**The metal 3 layer**

Drawn at 6 px/um.
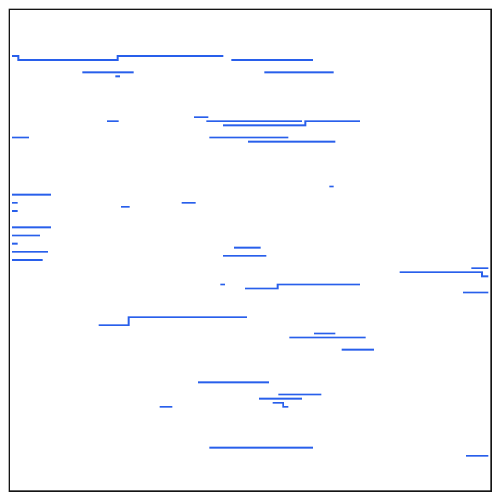
**Cell classes on the final placement**

Drawn at 4 px/um. Fill, decap, tap and diode cells in gray.
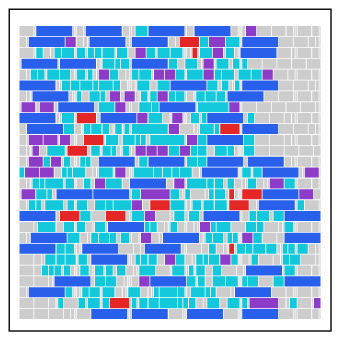
### config.mk
export PLATFORM = sky130hd
export DESIGN_NAME = firing_control_flat
export DESIGN_NICKNAME = d
export VERILOG_FILES = /design/src/rtl/firing_control_if.sv /design/src/rtl/firing_control.sv /design/src/flat_wrapper.sv
export SDC_FILE = /design/constraint.sdc
export NUM_CORES = 1
export LEC_CHECK = 0
export ABC_CLOCK_PERIOD_IN_PS = 2750
export CORE_MARGIN = 2
export CORE_UTILIZATION = 54
export DETAILED_ROUTE_END_ITERATION = 12
export PLACE_DENSITY = 0.75
export SYNTH_ARGS = -nofsm -noshare
export SYNTH_HDL_FRONTEND = slang
export SYNTH_SLANG_ARGS = --single-unit
### constraint.sdc
create_clock -name clk -period 2.75 [get_ports clk]
set_input_delay 0.55 -clock clk [delete_from_list [all_inputs] [get_ports clk]]
set_output_delay 0.55 -clock clk [all_outputs]
set_load 0.01 [all_outputs]
### src/rtl/firing_control_if.sv
`default_nettype none
// ============================================================================
//  Module      : firing_control_if
//  Description : Bundle of the trigger/target inputs and the command/status
//                outputs of the firing controller.
//  Revision    : 1.0 - initial release
// ----------------------------------------------------------------------------
//  Signals
//    trigger      raw trigger, asynchronous to clk, active-high
//    round_start  single-cycle synchronous pulse, reload to 3 shots
//    hit          synchronous target-detection level, active-high
//    control[2:0] command code to the shot-counter datapath
//    dp_reset_n   active-low reload strobe to the datapath
//    shot_pulse   one cycle per accepted shot
//    hit_pulse    one cycle on the first hit inside a window
//    miss_pulse   one cycle when a window closes without a hit
//    ready        a trigger edge would currently be accepted
//    out_of_ammo  controller is in EMPTY
//  Modports
//    slave   : the firing controller side
//    master  : the environment driving the controller
// ============================================================================
interface firing_control_if;
   logic       trigger;
   logic       round_start;
   logic       hit;
   logic [2:0] control;
   logic       dp_reset_n;
   logic       shot_pulse;
   logic       hit_pulse;
   logic       miss_pulse;
   logic       ready;
   logic       out_of_ammo;

   modport slave (
      input  trigger,
      input  round_start,
      input  hit,
      output control,
      output dp_reset_n,
      output shot_pulse,
      output hit_pulse,
      output miss_pulse,
      output ready,
      output out_of_ammo
   );

   modport master (
      output trigger,
      output round_start,
      output hit,
      input  control,
      input  dp_reset_n,
      input  shot_pulse,
      input  hit_pulse,
      input  miss_pulse,
      input  ready,
      input  out_of_ammo
   );
endinterface
`default_nettype wire

### src/rtl/firing_control.sv
`default_nettype none
// ============================================================================
//  Module      : firing_control
//  Description : Sequencing controller for the shot-counter datapath. Turns
//                trigger rising edges into single-cycle shot states, enforces
//                a cooldown between shots, times a hit window after every
//                shot and reloads the datapath at round start.
//  Revision    : 1.0 - initial release
// ----------------------------------------------------------------------------
//  Ports
//    clk      in   system clock
//    reset_n  in   asynchronous active-low reset
//    bus_io   --   firing_control_if.slave (trigger, round_start, hit in;
//                  control, dp_reset_n, shot/hit/miss pulses, ready,
//                  out_of_ammo out)
//  Parameters
//    COOLDOWN    cycles after a shot before a new edge is accepted (>= 1)
//    HIT_WINDOW  cycles after a shot during which a hit is credited (>= 1)
// ============================================================================
module firing_control #(
   parameter int COOLDOWN   = 25_000_000,
   parameter int HIT_WINDOW = 5_000_000
) (
   input wire              clk,
   input wire              reset_n,
   firing_control_if.slave bus_io
);

   // The state encoding is the datapath command code: odd codes below 111
   // are the decrement commands, everything else holds the count.
   typedef enum logic [2:0] {
      READY3 = 3'b000,
      SHOT1  = 3'b001,
      READY2 = 3'b010,
      SHOT2  = 3'b011,
      READY1 = 3'b100,
      SHOT3  = 3'b101,
      EMPTY  = 3'b110,
      RELOAD = 3'b111
   } state_t;

   localparam int c_cd_w  = (COOLDOWN > 1) ? $clog2(COOLDOWN) : 1;
   localparam int c_win_w = $clog2(HIT_WINDOW + 1);

   localparam logic [c_cd_w-1:0]  c_cd_load  = c_cd_w'(COOLDOWN - 1);
   localparam logic [c_cd_w-1:0]  c_cd_one   = c_cd_w'(1);
   localparam logic [c_win_w-1:0] c_win_load = c_win_w'(HIT_WINDOW);
   localparam logic [c_win_w-1:0] c_win_one  = c_win_w'(1);

   state_t               state_q, state_d;
   logic                 sync1_q, sync2_q, sync3_q;
   logic [c_cd_w-1:0]    cd_q, cd_d;
   logic                 win_open_q, win_open_d;
   logic [c_win_w-1:0]   win_cnt_q, win_cnt_d;
   logic                 hit_pulse_q, hit_pulse_d;
   logic                 miss_pulse_q, miss_pulse_d;

   logic                 w_rise;
   logic                 w_cd_zero;

   assign w_rise    = sync2_q & ~sync3_q;
   assign w_cd_zero = (cd_q == '0);

   // -------------------------------------------------------------------------
   // State and counter registers. The trigger synchronizer runs freely and is
   // untouched by round_start, so an edge straddling a reload is consumed
   // rather than replayed afterwards.
   // -------------------------------------------------------------------------
   always_ff @(posedge clk or negedge reset_n) begin
      if (!reset_n) begin
         state_q      <= READY3;
         sync1_q      <= 1'b0;
         sync2_q      <= 1'b0;
         sync3_q      <= 1'b0;
         cd_q         <= '0;
         win_open_q   <= 1'b0;
         win_cnt_q    <= '0;
         hit_pulse_q  <= 1'b0;
         miss_pulse_q <= 1'b0;
      end else begin
         state_q      <= state_d;
         sync1_q      <= bus_io.trigger;
         sync2_q      <= sync1_q;
         sync3_q      <= sync2_q;
         cd_q         <= cd_d;
         win_open_q   <= win_open_d;
         win_cnt_q    <= win_cnt_d;
         hit_pulse_q  <= hit_pulse_d;
         miss_pulse_q <= miss_pulse_d;
      end
   end

   // -------------------------------------------------------------------------
   // Next-state logic
   // -------------------------------------------------------------------------
   always_comb begin
      state_d      = state_q;
      cd_d         = cd_q;
      win_open_d   = win_open_q;
      win_cnt_d    = win_cnt_q;
      hit_pulse_d  = 1'b0;
      miss_pulse_d = 1'b0;

      if (bus_io.round_start) begin
         // Reload wins over any coincident edge or hit; the open window is
         // dropped silently.
         state_d    = RELOAD;
         cd_d       = '0;
         win_open_d = 1'b0;
         win_cnt_d  = '0;
      end else begin
         if (!w_cd_zero) begin
            cd_d = cd_q - c_cd_one;
         end

         // A hit on the last window cycle still counts as a hit.
         if (win_open_q) begin
            if (bus_io.hit) begin
               hit_pulse_d = 1'b1;
               win_open_d  = 1'b0;
            end else if (win_cnt_q == '0) begin
               miss_pulse_d = 1'b1;
               win_open_d   = 1'b0;
            end else begin
               win_cnt_d = win_cnt_q - c_win_one;
            end
         end

         case (state_q)
            READY3, READY2, READY1: begin
               if (w_rise && w_cd_zero) begin
                  case (state_q)
                     READY3:  state_d = SHOT1;
                     READY2:  state_d = SHOT2;
                     default: state_d = SHOT3;
                  endcase
                  // A still-open window is closed as a miss in the same
                  // cycle the new shot is reported.
                  if (win_open_q && !bus_io.hit) begin
                     miss_pulse_d = 1'b1;
                  end
                  win_open_d = 1'b1;
                  win_cnt_d  = c_win_load;
               end
            end
            SHOT1: begin
               state_d = READY2;
               cd_d    = c_cd_load;
            end
            SHOT2: begin
               state_d = READY1;
               cd_d    = c_cd_load;
            end
            SHOT3:   state_d = EMPTY;
            EMPTY:   state_d = EMPTY;
            RELOAD:  state_d = READY3;
            default: state_d = READY3;
         endcase
      end
   end

   // -------------------------------------------------------------------------
   // Outputs: state register or state decode only, never straight from inputs
   // -------------------------------------------------------------------------
   assign bus_io.control     = state_q;
   assign bus_io.dp_reset_n  = (state_q != RELOAD);
   assign bus_io.shot_pulse  = (state_q == SHOT1) || (state_q == SHOT2) ||
                               (state_q == SHOT3);
   assign bus_io.hit_pulse   = hit_pulse_q;
   assign bus_io.miss_pulse  = miss_pulse_q;
   assign bus_io.ready       = ((state_q == READY3) || (state_q == READY2) ||
                                (state_q == READY1)) && w_cd_zero;
   assign bus_io.out_of_ammo = (state_q == EMPTY);

endmodule
`default_nettype wire

### src/flat_wrapper.sv
// flat-port wrapper written by rule: the top's interface ports become plain ports
module firing_control_flat 
#(
   parameter int COOLDOWN   = 25_000_000,
   parameter int HIT_WINDOW = 5_000_000
)
  (clk, reset_n, bus_io_trigger, bus_io_round_start, bus_io_hit, bus_io_control, bus_io_dp_reset_n, bus_io_shot_pulse, bus_io_hit_pulse, bus_io_miss_pulse, bus_io_ready, bus_io_out_of_ammo);
  firing_control_if bus_io_i ();
  input wire clk;
  input wire reset_n;
  input wire logic [$bits(bus_io_i.trigger)-1:0] bus_io_trigger;
  input wire logic [$bits(bus_io_i.round_start)-1:0] bus_io_round_start;
  input wire logic [$bits(bus_io_i.hit)-1:0] bus_io_hit;
  output wire logic [$bits(bus_io_i.control)-1:0] bus_io_control;
  output wire logic [$bits(bus_io_i.dp_reset_n)-1:0] bus_io_dp_reset_n;
  output wire logic [$bits(bus_io_i.shot_pulse)-1:0] bus_io_shot_pulse;
  output wire logic [$bits(bus_io_i.hit_pulse)-1:0] bus_io_hit_pulse;
  output wire logic [$bits(bus_io_i.miss_pulse)-1:0] bus_io_miss_pulse;
  output wire logic [$bits(bus_io_i.ready)-1:0] bus_io_ready;
  output wire logic [$bits(bus_io_i.out_of_ammo)-1:0] bus_io_out_of_ammo;
  assign bus_io_i.trigger = bus_io_trigger;
  assign bus_io_i.round_start = bus_io_round_start;
  assign bus_io_i.hit = bus_io_hit;
  assign bus_io_control = bus_io_i.control;
  assign bus_io_dp_reset_n = bus_io_i.dp_reset_n;
  assign bus_io_shot_pulse = bus_io_i.shot_pulse;
  assign bus_io_hit_pulse = bus_io_i.hit_pulse;
  assign bus_io_miss_pulse = bus_io_i.miss_pulse;
  assign bus_io_ready = bus_io_i.ready;
  assign bus_io_out_of_ammo = bus_io_i.out_of_ammo;
  firing_control #(.COOLDOWN(COOLDOWN), .HIT_WINDOW(HIT_WINDOW)) u_core (.clk(clk), .reset_n(reset_n), .bus_io(bus_io_i));
endmodule
==> flow_summary_export.csv <==
group,metric,value,unit
run_status,status,"complete, no violations",
place,placed_area,0.00350,mm2
final_layout,num_antenna_cells,0,
critical_path,crit_end,"u_core.bus_io.control[2]",
logic_synthesis,ff_type,"dfrtp_1",
clock_network,clockBufferDepth,2,
logic_synthesis,avgSynthCellArea,9.62,um2
critical_path,crit_start,"u_core.cd_q[1]",
floorplanning,die_h,80.1,um
floorplanning,dieArea,0.00641,mm2
final_layout,nets,382,
grt,antenna_found_initial,0,
critical_path,crit_family,"simple AND/OR/NAND/NOR gates",
sta,layout_min_cycle_time,2.67,ns
final_layout,buf_share,0.116,
final_layout,largest_class,"logic gates",
critical_path,rrSetupSlack,0.08,ns
final_layout,clk_share,0.0427,
critical_path,path_cells,"inv_1 -> ha_4 -> or4b_4 -> buf_4 -> or4b_4 -> o211a_1 -> o41ai_1 -> a22oi_1",
logic_synthesis,synth_flop_count,57,
clock_network,cts_tree,"done",
logic_synthesis,synth_top_area_share,0.456,
final_layout,drive_gt1_frac,0.206,
critical_path,reg2reg_depth,8,
sta,finalCritPeriodShare,0.969,
critical_path,path_buffers,2,
clock_network,htreeDepth,3,
min_path,hold_class,"in2async",
clock_network,cts_root_buffer,"clkbuf_8",
final_layout,logic_gates,239,
critical_path,crit_type,"reg2reg",
critical_path,crit_cells,8,
final_layout,seq_cell_count,57,
critical_path,crit_path_top_delay_cell,"or4b_4",
critical_path,worst_path_most_repeated_cell,"or4b_4",
floorplanning,taps,72,
critical_path,r2r_start,"u_core.cd_q[1]",
floorplanning,io_pins,14,
sta,totalNegativeSetupSlack,0,ns
place,dp_hpwl,5050,um
final_layout,fillers,435,
place,globalplace.congestion,0.837,
logic_synthesis,synth_seq_share,0.456,
final_layout,stdcell_count,445,
critical_path,cp-start-kind,"flip-flop",
route,final_antenna_net_count,0,
clock_network,clock_latency,0.33,ns
grt,grt_pass1_vias,2711,
logic_synthesis,netlist_area,0.00313,mm2
floorplanning,core_area,0.00554,mm2
final_layout,regArea,0.00143,mm2
route,wire_per_inst,16.8,um
final_layout,design_area,0.00381,mm2
sta,report.final.slew_viol_count,0,
logic_synthesis,syn_nets,337,
clock_network,hold_buffers,0,
floorplanning,fp_util,0.564,
final_layout,sh_comb_area,0.432,
logic_synthesis,async_flop_share,1.00,
final_layout,layout.cells.most_common,"dfrtp_1",
sta,fin_skew,0.00852,ns
final_layout,lay_top_cells,"dfrtp_1 (57), buf_4 (36), a21oi_1 (33), nor2_1 (19)",
sta,hold_slack,0.253,ns
clock_network,clock-sinks,57,
logic_synthesis,largest_area_cell,"dfrtp_1",
sta,setup_viol,0,
clock_network,cts_buffers,9,
route,drtIter0Drc,249,
final_layout,mi_logic_area,0.00165,mm2
grt,grt_max_degree,30,
pwr,power_leakage,1.70,nW
logic_synthesis,ys_cells,325,
run,warnings,30,
critical_path,r2r_end,"u_core.bus_io.control[2]",
place,io_buffers,13,
place,post-place-ws,-0.0779,ns
## Picture notes: 'the metal 3 layer'
wire length on this layer: 324 um
main direction: horizontal
longest straight run: 19.5 um
vias: 2765
met3 Usage GRT: 0.0551
drt total wl: 7480 um

## Picture notes: 'cell classes on the final placement'
legend:
  purple:
    class: other buffers and delay cells
    cells: 52
    share_of_their_area: 12%
  red:
    class: clock drivers and dummy loads
    cells: 14
    share_of_their_area: 4.4%
  blue:
    class: flops
    cells: 57
    share_of_their_area: 38%
  cyan:
    class: combinational and other logic
    cells: 250
    share_of_their_area: 45%
# rows: 27
sequential fraction of total cell area: 0.375

## per-layer routing
| metal | wire length, um | vias up | track usage |
|---|---|---|---|
| li1 | - | 1325 | - |
| met1 | 3620 | 1365 | 0.358 |
| met2 | 3420 | 64 | 0.393 |
| met3 | 323 | 11 | 0.0551 |
| met4 | 113 | 0 | 0.0915 |
| met5 | 0 | - | 0 |
## power breakdown
group	switching (mW)	total (mW)	internal, mW
registers	0.152	1.16	1.01
clock network	0.310	0.677	0.368
logic	0.971	1.84	0.864
## cells by family (layout without fill, tap and decap cells)
logic type	count (synthesis)	after routing	synth area share
XOR/XNOR	17	17	0.0476
AND/OR/NAND/NOR	126	126	0.239
buffers and inverters	29	77	0.0396
flip-flops	57	57	0.456
AND-OR/OR-AND	88	88	0.186
multiplexers	1	1	0.00320
adder cells (fa/ha/maj)	7	7	0.0280
## sequential cells by signal (all words and copies together), names as in the netlist
name and cells:
u_core.sync3_q 1, u_core.bus_io.hit_pulse 1, u_core.sync1_q 1, u_core.sync2_q 1, u_core.bus_io.miss_pulse 1, u_core.win_open_q 1, u_core.bus_io.control 3, u_core.win_cnt_q 23
u_core.cd_q 25
## Yosys cell counts (9+ instances only)
| master | number |
|---|---|
| dfrtp_1 | 57 |
| a21oi_1 | 33 |
| nor2_1 | 20 |
| nor3_1 | 15 |
| or4_1 | 15 |
| o31ai_1 | 14 |
| or3_1 | 14 |
| xnor2_1 | 13 |
| a31oi_1 | 11 |
| clkbuf_1 | 11 |
| inv_1 | 11 |
| nand2_1 | 11 |
| nand2b_1 | 9 |
| nand3_1 | 9 |
## timing repair
item	in CTS	in global routing
resized	13	9
setup endpoints to repair	4	30
buffers inserted	13	1
pin swaps	3	4
No activity file was given, so power comes from the tool's default toggle rates.
